[src/rtl/ahb_lite_interconnect_n.sv]
// Single-master AHB-Lite interconnect: N-way address decoder, data-phase response mux,
// built-in default slave answering unmapped transfers with ERROR, and a sticky error log.
module ahb_lite_interconnect_n #(
  parameter int NUM_SLAVES = 8,
  parameter logic [NUM_SLAVES*32-1:0] SLV_BASE = (NUM_SLAVES*32)'({
    32'hF000_0000, 32'hE000_0000, 32'hD000_0000, 32'hC000_0000,
    32'hB000_0000, 32'hA000_0000, 32'h9000_0000, 32'h8000_0000,
    32'h7000_0000, 32'h6000_0000, 32'h5000_0000, 32'h4000_0000,
    32'h3000_0000, 32'h2000_0000, 32'h1000_0000, 32'h0000_0000}),
  parameter logic [NUM_SLAVES*32-1:0] SLV_MASK = {NUM_SLAVES{32'hF000_0000}}
) (
  input  logic                     HCLK,
  input  logic                     HRESET,
  input  logic [31:0]              HADDR,
  input  logic [1:0]               HTRANS,
  input  logic                     HWRITE,
  output logic                     HREADY,
  output logic                     HRESP,
  output logic [31:0]              HRDATA,
  output logic [NUM_SLAVES-1:0]    S_HSEL,
  input  logic [NUM_SLAVES-1:0]    S_HREADYOUT,
  input  logic [NUM_SLAVES-1:0]    S_HRESP,
  input  logic [NUM_SLAVES*32-1:0] S_HRDATA,
  output logic                     ERR_VALID,
  output logic [31:0]              ERR_ADDR,
  output logic                     ERR_WRITE,
  input  logic                     ERR_CLR,
  output logic [1:0]               ds_state_dbg
);
  // Transfer handshake: an address phase is accepted on the rising edge where HREADY=1;
  // the selected slave then owns HREADY/HRESP/HRDATA until it returns HREADY=1.
  typedef enum logic [1:0] {DS_IDLE = 2'd0, DS_ERR1 = 2'd1, DS_ERR2 = 2'd2} ds_state_t;

  ds_state_t           ds_state, ds_next;
  logic                hit_def;
  logic [NUM_SLAVES:0] sel_q;
  logic                ds_ready, ds_resp;
  logic                err_start;
  logic                unused_htrans0;

  assign unused_htrans0 = HTRANS[0];
  assign ds_state_dbg   = ds_state;

  // Lowest-numbered matching slot wins when address windows overlap.
  always_comb begin
    S_HSEL  = '0;
    hit_def = 1'b1;
    for (int i = 0; i < NUM_SLAVES; i++) begin
      if (hit_def && ((HADDR & SLV_MASK[i*32 +: 32]) == SLV_BASE[i*32 +: 32])) begin
        S_HSEL[i] = 1'b1;
        hit_def   = 1'b0;
      end
    end
  end

  always_ff @(posedge HCLK) begin
    if (HRESET) begin
      sel_q <= {1'b1, {NUM_SLAVES{1'b0}}};
    end else if (HREADY) begin
      sel_q <= {hit_def, S_HSEL};
    end
  end

  always_comb begin
    HREADY = 1'b0;
    HRESP  = 1'b0;
    HRDATA = '0;
    if (sel_q[NUM_SLAVES]) begin
      HREADY = ds_ready;
      HRESP  = ds_resp;
    end
    for (int i = 0; i < NUM_SLAVES; i++) begin
      if (sel_q[i]) begin
        HREADY = S_HREADYOUT[i];
        HRESP  = S_HRESP[i];
        HRDATA = S_HRDATA[i*32 +: 32];
      end
    end
  end

  // Default-slave outputs depend only on state so HREADY has no combinational loop.
  assign ds_ready  = (ds_state != DS_ERR1);
  assign ds_resp   = (ds_state != DS_IDLE);
  assign err_start = HREADY & hit_def & HTRANS[1];

  always_ff @(posedge HCLK) begin
    if (HRESET) ds_state <= DS_IDLE;
    else        ds_state <= ds_next;
  end

  always_comb begin
    ds_next = ds_state;
    case (ds_state)
      DS_IDLE: if (err_start) ds_next = DS_ERR1;
      DS_ERR1: ds_next = DS_ERR2;
      DS_ERR2: ds_next = err_start ? DS_ERR1 : DS_IDLE;
      default: ds_next = DS_IDLE;
    endcase
  end

  // A new capture overrides a coincident clear so the log never drops a fresh error.
  always_ff @(posedge HCLK) begin
    if (HRESET) begin
      ERR_VALID <= 1'b0;
      ERR_ADDR  <= '0;
      ERR_WRITE <= 1'b0;
    end else if (err_start && (!ERR_VALID || ERR_CLR)) begin
      ERR_VALID <= 1'b1;
      ERR_ADDR  <= HADDR;
      ERR_WRITE <= HWRITE;
    end else if (ERR_CLR) begin
      ERR_VALID <= 1'b0;
    end
  end
endmodule

[config.mk]
export PLATFORM = sky130hd
export DESIGN_NAME = ahb_lite_interconnect_n
export DESIGN_NICKNAME = d
export VERILOG_FILES = /design/src/rtl/ahb_lite_interconnect_n.sv
export SDC_FILE = /design/constraint.sdc
export NUM_CORES = 1
export LEC_CHECK = 0
export CAP_MARGIN = 10
export CORE_AREA = 2 2 150 152
export CTS_BUF_LIST = sky130_fd_sc_hd__clkbuf_8
export DETAILED_ROUTE_END_ITERATION = 16
export DIE_AREA = 0 0 152 154
export RECOVER_POWER = 50
export SLEW_MARGIN = 20
export SYNTH_ARGS = -nofsm -noshare
export SYNTH_HDL_FRONTEND = slang
export SYNTH_SLANG_ARGS = --single-unit
[constraint.sdc]
create_clock -name HCLK -period 3.8 [get_ports HCLK]
set_clock_uncertainty 0.2 [all_clocks]
set_input_delay 0.95 -clock HCLK [delete_from_list [all_inputs] [get_ports HCLK]]
set_output_delay 0.95 -clock HCLK [all_outputs]
set_load 0.005 [all_outputs]
run_1/layer_met1.png
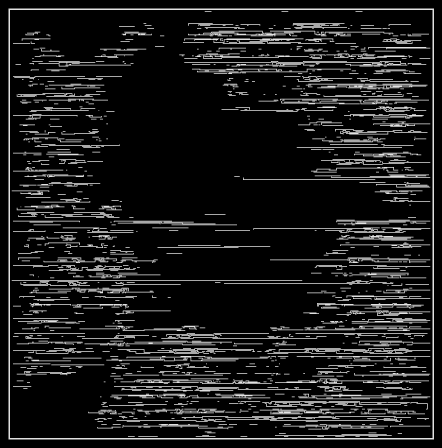
The longest straight run is 104 um. The wires run mostly horizontal. 1129 nets have wire on it. The layer holds 44% of the routed length. The layer carries 9950 um of wire.
vias: 5935
met1 Use GR: 23.57%
Detailed Route WL: 22860 um

run_1/layer_met2.png
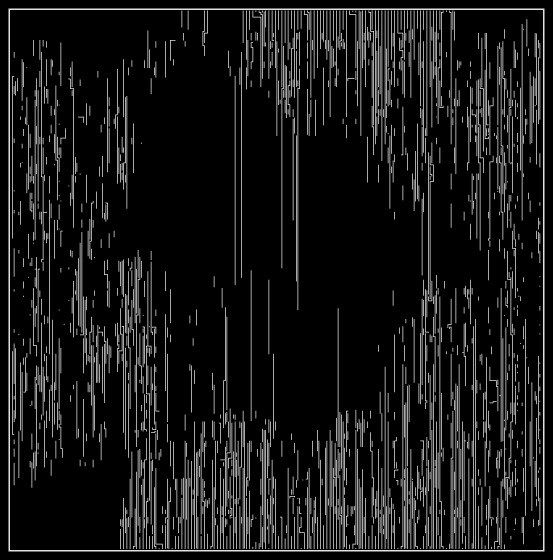
The layer holds 48% of the routed length. The layer carries 11000 um of wire. 1029 nets have wire on it.
routing usage on met2: 32.13%

==> flow_metrics.env, run 1 <==
# flow metrics
export IMPL_dpl_hpwl_um=17550
export IMPL_dpl_cell_area_um2=8513
export IMPL_cp_max_fo=6
export IMPL_drc=0
export IMPL_wl_per_cell_um=18.20
export IMPL_hold_violations=0
export IMPL_synth_area_yosys_um2=4244
export IMPL_ys_warn_count=0
export IMPL_vias_per_cell=4.725
export IMPL_synth_flops=45
export IMPL_gr_usage_all_layers_pct=18.78
export IMPL_layout_top_cell="clkdlybuf4s50_1"
export IMPL_antenna_found_initial=5
export IMPL_place_inst=1243
export IMPL_slew_headroom_pct=18.02
export IMPL_worst_pin_slew_ns=1.230
export IMPL_layout_drive_gt1_share_pct=7.003
export IMPL_top_cells_by_area="dfxtp_1 21%, a221oi_1 13%, o31ai_1 11%"
export IMPL_outcome="finished clean"
export IMPL_synthCells=612
export IMPL_clockBufferDepth=2
export IMPL_fp_dieW_um=152
export IMPL_p_clk_share_pct=19.0
export IMPL_synth_cell_area_um2=4244
export IMPL_seq_area_frac_synth_pct=21.23
export IMPL_fp_coreArea_um2=21690
export IMPL_clk_insertion_delay_late_ns=0.30
export IMPL_stdcell_area_um2=8690
export IMPL_async_flop_share_pct=0
export IMPL_ctsHtreeMaxLevel=2
export IMPL_power_internal_mw=1.232
export IMPL_min_period_ns=3.753
export IMPL_numCtsBuffers=5
export IMPL_r2r_cells=7
export IMPL_global_route_overflow_total=0
export IMPL_port_buffers=386
export IMPL_combPwrFrac_pct=50.9
export IMPL_min_period_over_period_pct=98.76
export IMPL_ys_cells=612
export IMPL_fp_util_pct=19.57
export IMPL_syn_num_nets=922
export IMPL_sequentialPowerShare_pct=30.1
export IMPL_common_cells="102 x nand2_1, 77 x a21oi_1, 68 x nor2b_1"
export IMPL_flop_cell="dfxtp_1"
export IMPL_critPathKind="in2out"
export IMPL_p_total_mw=1.754
export IMPL_layout_top_cells="315 x clkdlybuf4s50_1, 102 x nand2_1, 77 x a21oi_1"
export IMPL_die_area_um2=23410
export IMPL_drt_iter0_markers=299
export IMPL_gp_congestion=0.8763
export IMPL_worstPathRequired_ns=2.65
export IMPL_endpoint_kind="primary output"
export IMPL_setup_violations_final=0
export IMPL_synth_cell_types=33
export IMPL_drtAntennaViolNets=0
export IMPL_synth_area_per_cell_um2=6.935
export IMPL_die_h_um=154
export IMPL_p_leak_nw=3.548
export IMPL_grt_max_degree=70
export IMPL_slew_violations=0
export IMPL_clockRootBuffer="clkbuf_8"
export IMPL_cp_arrival_ns=2.60
export IMPL_hp_class="reg2reg"
export IMPL_cts_tree="done"
export IMPL_cts_num_sinks=45
export IMPL_cap_violations=0
export IMPL_clk_pin_slew_ns=0.08
export IMPL_yosysTopAreaCellShare_pct=21.23
run_1/layer_met3.png
The bar under the picture is 50 um long. Cells faint in the background.
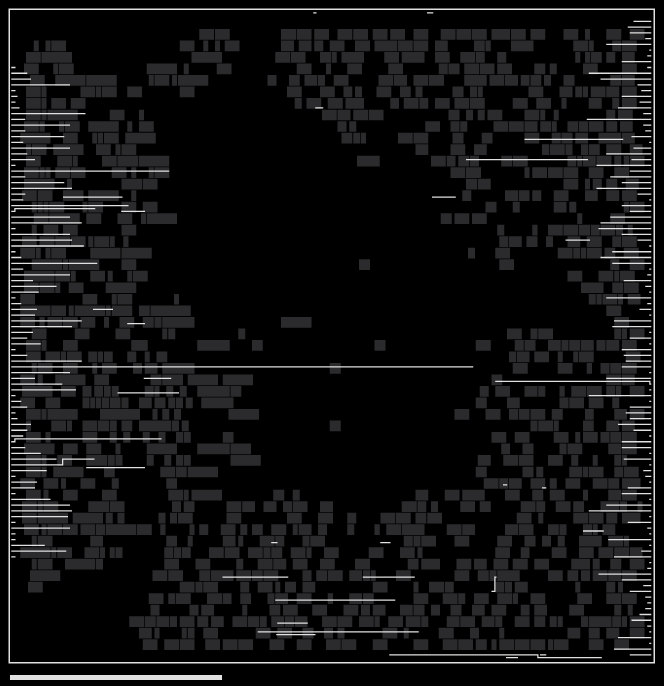
The layer holds 7.2% of the routed length. 213 nets have wire on it.

run 1: cell families after synthesis:
family | share of synthesized area (%)
muxes | 7.547
and+or+nand+nor | 22.70
DFF | 21.23
buffers and inverters | 10.35
AOI/OAI and AO/OA | 38.18
run 1: metrics by stage:
stage,util [%],worst slack (ns),TNS [ns],hold WS (ns)
3_5_place_dp,39.25,-0.2532,-2.813,0.2408
5_1_grt,40.05,-0.001216,-0.001216,0.2724
2_1_floorplan,-,0.8770,0,0.2421
4_1_cts,39.70,-0.0001306,-0.0001306,0.2555
6_report,40.07,0.04707,0,0.2478
3_3_place_gp,39.25,-0.2375,-2.585,0.2329
run 1: timing repair:
| action | 4_1_cts | 5_1_grt |
|---|---|---|
| setup endpoints to repair | 30 | 15 |
| pin swaps | 27 | 11 |
| hold buffers | 0 | 0 |
| setup buffers | 0 | 0 |
| gates resized | 31 | 21 |
run 1: critical path, cell delays in order:
cell,delay [ns]
clkdlybuf4s50_1,0.53
nor4_1,0.50
clkdlybuf4s50_1,0.62
run 1: power by group through the flow:
| stage | clock network [mW] | registers (mW) | logic (mW) |
|---|---|---|---|
| 6_report | 0.334 | 0.528 | 0.893 |
| 5_1_grt | 0.362 | 0.533 | 0.971 |
| 4_1_cts | 0.345 | 0.530 | 0.908 |
| 3_5_place_dp | 0 | 0.540 | 0.934 |
| 3_3_place_gp | 0 | 0.539 | 0.932 |
| 2_1_floorplan | 0 | 0.537 | 0.326 |
run 1: routing by layer:
| metal | part of all wire [%] | up-vias | GRT usage [%] |
|---|---|---|---|
| met2 | 48 | 238 | 32.13 |
| met1 | 44 | 2722 | 23.57 |
| met4 | 1.3 | 0 | 4.806 |
| li1 | - | 2957 | - |
| met5 | 0 | - | 0 |
| met3 | 7.3 | 18 | 4.735 |
run 1: cell type report:
cell class | count | area (um^2)
clock inverters | 1 | 5.005
clock buffers | 7 | 96.34
multi-input cells | 461 | 3025
fillers | 2252 | 13000
flip-flops and latches | 45 | 909.6
inverters | 38 | 142.6
diodes | 5 | 12.51
well taps | 280 | 350.3
repair buffers | 419 | 4148
run 1: final timing paths:
| kind | start | to | slack, ns |
|---|---|---|---|
| setup / recovery | HADDR[28] | S_HSEL[0] | 0.05 |
| hold reg to reg | ERR_ADDR[31] | ERR_ADDR[31] | 0.25 |
| setup reg to reg | sel_q[1] | ERR_ADDR[24] | 0.70 |
| hold / removal | ERR_ADDR[31] | ERR_ADDR[31] | 0.25 |
run 1: state kept, by name (all words and copies together) (netlist names):
| register | flops |
|---|---|
| ERR_ADDR | 32 |
| ERR_WRITE | 1 |
| ds_state_dbg | 2 |
| ERR_VALID | 1 |
| sel_q | 9 |
==> run 2, diff against run 1 <==
Settings changed: CTS_CLUSTER_DIAMETER from default to 40.
==> run 2 against run 1 <==
  * Routed wire length is the same
  * First-iteration DRC count is the same
  * Sequential cell count is the same
  * Non-clock buffer count is the same
  * Largest cell class unchanged
==> flow_metrics.env, run 2 <==
# flow metrics
export IMPL_global_route_overflow_total=0
export IMPL_min_delay_start="ERR_ADDR[31]"
export IMPL_holdWs_ns=0.2478
export IMPL_outcome="finished clean"
export IMPL_fp_dieW_um=152
export IMPL_fp_util_pct=19.57
export IMPL_max_stage_delay_ns=0.62
export IMPL_crit_family="buffers and inverters"
export IMPL_whs_endpoint="ERR_ADDR[31]"
export IMPL_synth_flops=45
export IMPL_p_total_mw=1.754
export IMPL_postCtsSetupRepairBufs=0
export IMPL_worst_pin_slew_ns=1.230
export IMPL_worstPathRequired_ns=2.65
export IMPL_synth_area_per_cell_um2=6.935
export IMPL_layout_top_cells="315 x clkdlybuf4s50_1, 102 x nand2_1, 77 x a21oi_1"
export IMPL_crit_top_cell="clkdlybuf4s50_1"
export IMPL_num_vias=5935
export IMPL_hold_violations=0
export IMPL_port_buffers=386
export IMPL_die_area_um2=23410
export IMPL_crit_cells=3
export IMPL_die_h_um=154
export IMPL_crit_chain="clkdlybuf4s50_1 > nor4_1 > clkdlybuf4s50_1"
export IMPL_synth_area_yosys_um2=4244
export IMPL_cts_num_sinks=45
export IMPL_clockBufferDepth=2
export IMPL_dpl_cell_area_um2=8513
export IMPL_fp_coreArea_um2=21690
export IMPL_ys_cells=612
export IMPL_largest_register="ERR_ADDR"
export IMPL_cp_max_fo=6
export IMPL_min_period_ns=3.753
export IMPL_gp_congestion=0.8763
export IMPL_yosysTopAreaCellShare_pct=21.23
export IMPL_cp_arrival_ns=2.60
export IMPL_slew_violations=0
export IMPL_grt_max_degree=70
export IMPL_stdcell_area_um2=8690
export IMPL_r2r_slack_ns=0.70
export IMPL_cts_tree="done"
export IMPL_fin_util_pct=40.07
export IMPL_routed_top_layer="met4"
export IMPL_top_cells_by_area="dfxtp_1 21%, a221oi_1 13%, o31ai_1 11%"
export IMPL_min_period_over_period_pct=98.76
export IMPL_slew_headroom_pct=18.02
export IMPL_critPathKind="in2out"
export IMPL_fin_nets=1280
export IMPL_ctsHtreeMaxLevel=2
export IMPL_drc=0
export IMPL_r2r_cells=7
export IMPL_synth_cell_types=33
export IMPL_syn_num_nets=922
export IMPL_endpoint_kind="primary output"
export IMPL_synth_top_cell_by_count="nand2_1"
export IMPL_flop_cell="dfxtp_1"
export IMPL_clockRootBuffer="clkbuf_8"
export IMPL_cts_hold_buf=0
export IMPL_slowest_stage="clkdlybuf4s50_1"
export IMPL_drt_iter0_markers=299
export IMPL_wl_met3_um=1658
export IMPL_clk_insertion_delay_late_ns=0.30
export IMPL_hp_class="reg2reg"
export IMPL_r2r_end="ERR_ADDR[24]"
export IMPL_drtAntennaViolNets=0
export IMPL_dr_wl_met2_um=10970
export IMPL_reg2reg_from="sel_q[1]"
export IMPL_p_leak_nw=3.548
export IMPL_ys_warn_count=0
export IMPL_met1_length_um=9947
export IMPL_async_flop_share_pct=0
export IMPL_vias_per_cell=4.725
export IMPL_setup_violations_final=0
export IMPL_common_cells="102 x nand2_1, 77 x a21oi_1, 68 x nor2b_1"
export IMPL_synth_cell_area_um2=4244
export IMPL_clk_pin_slew_ns=0.08
export IMPL_place_inst=1243
export IMPL_layout_top_cell="clkdlybuf4s50_1"
export IMPL_cp_buffers_inverters=2
export IMPL_synthCells=612
export IMPL_dpl_hpwl_um=17550
export IMPL_largest_reg_flops=32
[run 2: logic make-up after synthesis]
| kind of cell | count (synthesis) | share of synthesized area [%] |
|---|---|---|
| muxes | 32 | 7.547 |
| AOI/OAI and AO/OA | 230 | 38.18 |
| and+or+nand+nor | 199 | 22.70 |
| DFF | 45 | 21.23 |
| buffers and inverters | 106 | 10.35 |
[run 2: area by class of cell]
cell class	instances	area, um^2
tap	280	350.3
clock inverter	1	5.005
multi-input combinational	461	3025
fill	2252	13000
clock buffer	7	96.34
inverter	38	142.6
antenna	5	12.51
sequential	45	909.6
timing repair buffer	419	4148
[run 2: worst max-delay path by stage]
stage	startpoint	to	slack [ns]
after floorplan	S_HREADYOUT[5]	HREADY	0.88
after global routing	HADDR[28]	S_HSEL[0]	-0.001
after detailed placement	S_HRDATA[34]	HRDATA[2]	-0.25
after global placement	S_HRDATA[33]	HRDATA[1]	-0.24
after CTS	S_HRDATA[38]	HRDATA[6]	-0.0001
final	HADDR[28]	S_HSEL[0]	0.05
[run 2: worst register-to-register path: cells and delay by family (launching register included)]
kind	cells	cell delay (ns)
AND-OR/OR-AND	2	0.58
buffers and inverters	2	1.23
flip-flops	1	0.35
multiplexers	1	0.29
AND/OR/NAND/NOR	2	0.37
[run 2: report_power, final]
part           internal, mW  switching [mW]
clock                 0.165           0.169
sequential            0.507          0.0205
combinational         0.561           0.332
total                  1.23           0.522
[run 2: repair_timing]
action | 4_1_cts | 5_1_grt
endpoints found under the hold margin | 0 | 0
pin swaps | 27 | 11
endpoints found under the setup margin | 30 | 15
resized | 31 | 21
[run 2: per-stage QoR]
stage	setup TNS, ns	setup WS [ns]
2_1_floorplan	0	0.8770
3_3_place_gp	-2.585	-0.2375
3_5_place_dp	-2.813	-0.2532
4_1_cts	-0.0001306	-0.0001306
5_1_grt	-0.001216	-0.001216
6_report	0	0.04707
[run 2: metal layers]
layer	GRT usage (%)	up-vias
li1	-	2957
met1	23.57	2722
met2	32.13	238
met3	4.735	18
met4	4.806	0
met5	0	-
run_2/layer_met2.png
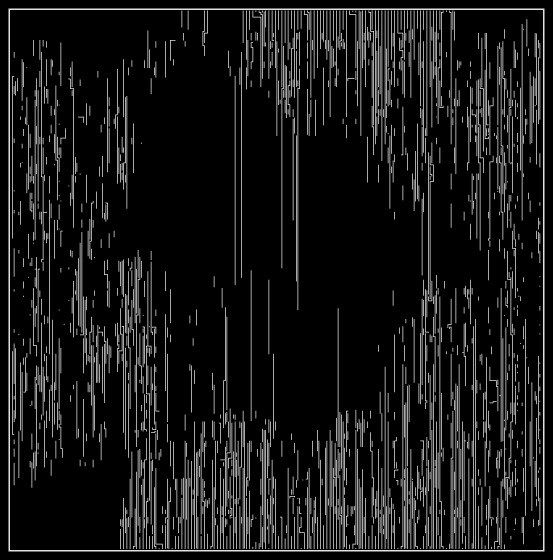
The wires run mostly vertical. The layer holds 48% of the routed length. 1029 nets have wire on it. The longest straight run is 65.5 um. The layer carries 11000 um of wire.

run_2/congestion.png
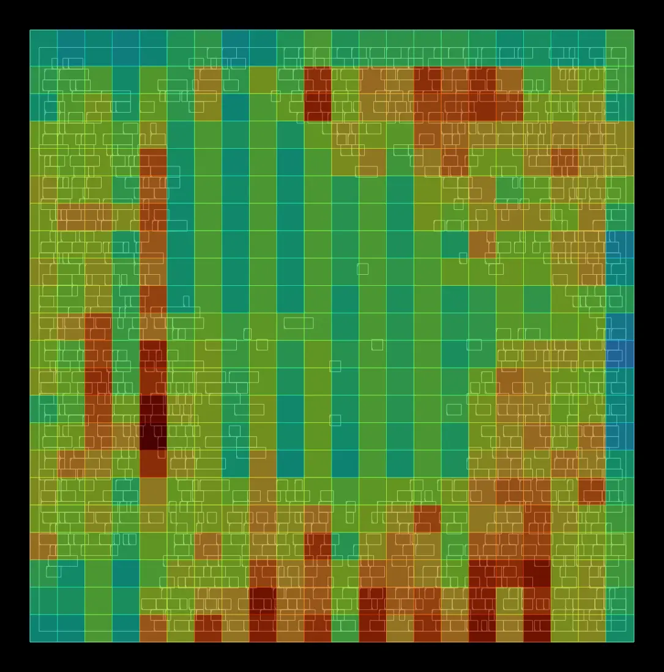
grt peak-use layer: met2
gr usage total: 18.78%
WL/cell: 18.20 um
met3 Resource Use GR: 4.735%

==> run 3, diff against run 2 <==
Settings changed: ABC_CLOCK_PERIOD_IN_PS from default to 3800.
run_3/layer_met3.png
The bar under the picture is 50 um long. Cells faint in the background.
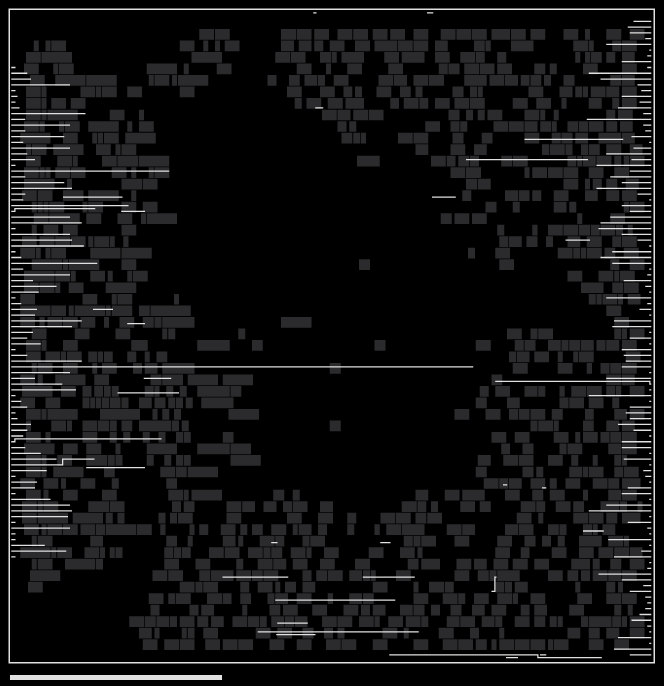
The layer carries 1660 um of wire. The wires run mostly horizontal. 213 nets have wire on it. The layer holds 7.2% of the routed length. The longest straight run is 109 um.

run_3/layer_met4.png
The bar under the picture is 50 um long.
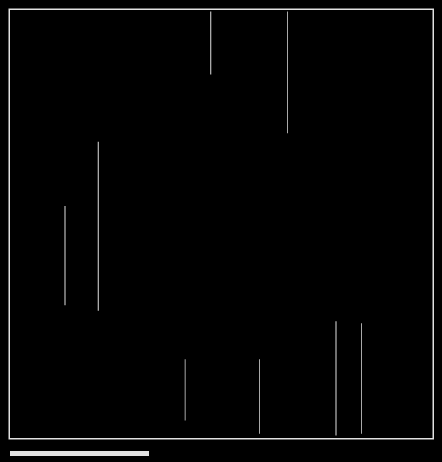
The layer carries 290 um of wire. The layer holds 1.3% of the routed length.

==> run 3 against run 2 <==
  * Clock-buffer cell count is the same
  * Synthesized area is the same
  * Sequential share of layout area is the same
  * Critical path type unchanged
  * Largest cell class unchanged
==> flow_metrics.env, run 3 <==
# flow metrics
export IMPL_switching_power_mw=0.5220
export IMPL_flop_cell="dfxtp_1"
export IMPL_hold_violations=0
export IMPL_vias_per_cell=4.725
export IMPL_clockRootBuffer="clkbuf_8"
export IMPL_layout_drive_gt1_share_pct=7.003
export IMPL_power_internal_mw=1.232
export IMPL_largest_register="ERR_ADDR"
export IMPL_port_buffers=386
export IMPL_cp_buffers_inverters=2
export IMPL_worst_pin_slew_ns=1.230
export IMPL_grtUsageMet3_pct=4.735
export IMPL_antenna_found_initial=5
export IMPL_cts_num_sinks=45
export IMPL_synthCells=612
export IMPL_place_inst=1243
export IMPL_clk_insertion_delay_late_ns=0.30
export IMPL_ys_cells=612
export IMPL_ys_warn_count=0
export IMPL_grt_max_degree=70
export IMPL_drt_total_wl_um=22860
export IMPL_p_leak_nw=3.548
export IMPL_die_area_um2=23410
export IMPL_drtAntennaViolNets=0
export IMPL_synth_flops=45
export IMPL_combPwrFrac_pct=50.9
export IMPL_fin_nets=1280
export IMPL_synth_cell_types=33
export IMPL_fp_util_pct=19.57
export IMPL_synth_area_yosys_um2=4244
export IMPL_clockBufferDepth=2
export IMPL_p_clk_share_pct=19.0
export IMPL_global_route_overflow_total=0
export IMPL_critPathKind="in2out"
export IMPL_postCtsSetupRepairBufs=0
export IMPL_wl_per_cell_um=18.20
export IMPL_numCtsBuffers=5
export IMPL_min_period_ns=3.753
export IMPL_outcome="finished clean"
export IMPL_hp_class="reg2reg"
export IMPL_worstPathRequired_ns=2.65
## run 3: cell counts in the layout (fill, tap and decap cells not counted)
Identical to the previous run, type by type.
## run 3: power groups by stage
stage | logic (mW) | registers (mW) | clock network (mW)
after detailed placement | 0.934 | 0.540 | 0
after CTS | 0.908 | 0.530 | 0.345
final | 0.893 | 0.528 | 0.334
after global routing | 0.971 | 0.533 | 0.362
after floorplan | 0.326 | 0.537 | 0
after global placement | 0.932 | 0.539 | 0
## run 3: worst register-to-register path, stage by stage, from the launching register on
cell and delay [ns]:
dfxtp_2 0.35, buf_4 0.39, nor3b_1 0.12, a221o_1 0.39, and4_1 0.25, o2111ai_4 0.19, clkbuf_2 0.84, mux2i_1 0.29
## run 3: what timing repair did
action / in CTS / in global routing
endpoints found under the setup margin: 30 / 15
hold buffers: 0 / 0
gates resized: 31 / 21
pin swaps: 27 / 11
## run 3: cells by family after synthesis
logic type      after synthesis  share of synthesized area [%]
flops                        45                          21.23
buf+inv                     106                          10.35
simple gates                199                          22.70
mux                          32                          7.547
compound gates              230                          38.18
## run 3: path summary, 6_finish.rpt
check        depth (start not counted)           end         start  slack (ns)
max                                  3     S_HSEL[0]     HADDR[28]        0.05
min                                  2  ERR_ADDR[31]  ERR_ADDR[31]        0.25
max reg2reg                          7  ERR_ADDR[24]      sel_q[1]        0.70
min reg2reg                          2  ERR_ADDR[31]  ERR_ADDR[31]        0.25
## run 3: routing by layer
| metal | part of all wire, % | routed length, um |
|---|---|---|
| met1 | 44 | 9947 |
| met2 | 48 | 10970 |
| met3 | 7.3 | 1658 |
| met5 | 0 | 0 |
| met4 | 1.3 | 290 |
## run 3: final cells by class
| cell class | count | area, um^2 |
|---|---|---|
| Timing Repair Buffer | 419 | 4148 |
| Fill cell | 2252 | 13000 |
| Antenna cell | 5 | 12.51 |
| Clock buffer | 7 | 96.34 |
| Clock inverter | 1 | 5.005 |
| Tap cell | 280 | 350.3 |
| Inverter | 38 | 142.6 |
| Multi-Input combinational cell | 461 | 3025 |
| Sequential cell | 45 | 909.6 |
## run 3: per-stage QoR
step	setup slack (ns)	total power, mW	hold WS (ns)	area, um^2	utilization, %
final	0.04707	1.754	0.2478	8690	40.07
after global placement	-0.2375	1.471	0.2329	8513	39.25
after floorplan	0.8770	0.8626	0.2421	4244	-
after CTS	-0.0001306	1.783	0.2555	8611	39.70
after detailed placement	-0.2532	1.474	0.2408	8513	39.25
after global routing	-0.001216	1.866	0.2724	8687	40.05
Power and IR drop assume default switching activity.
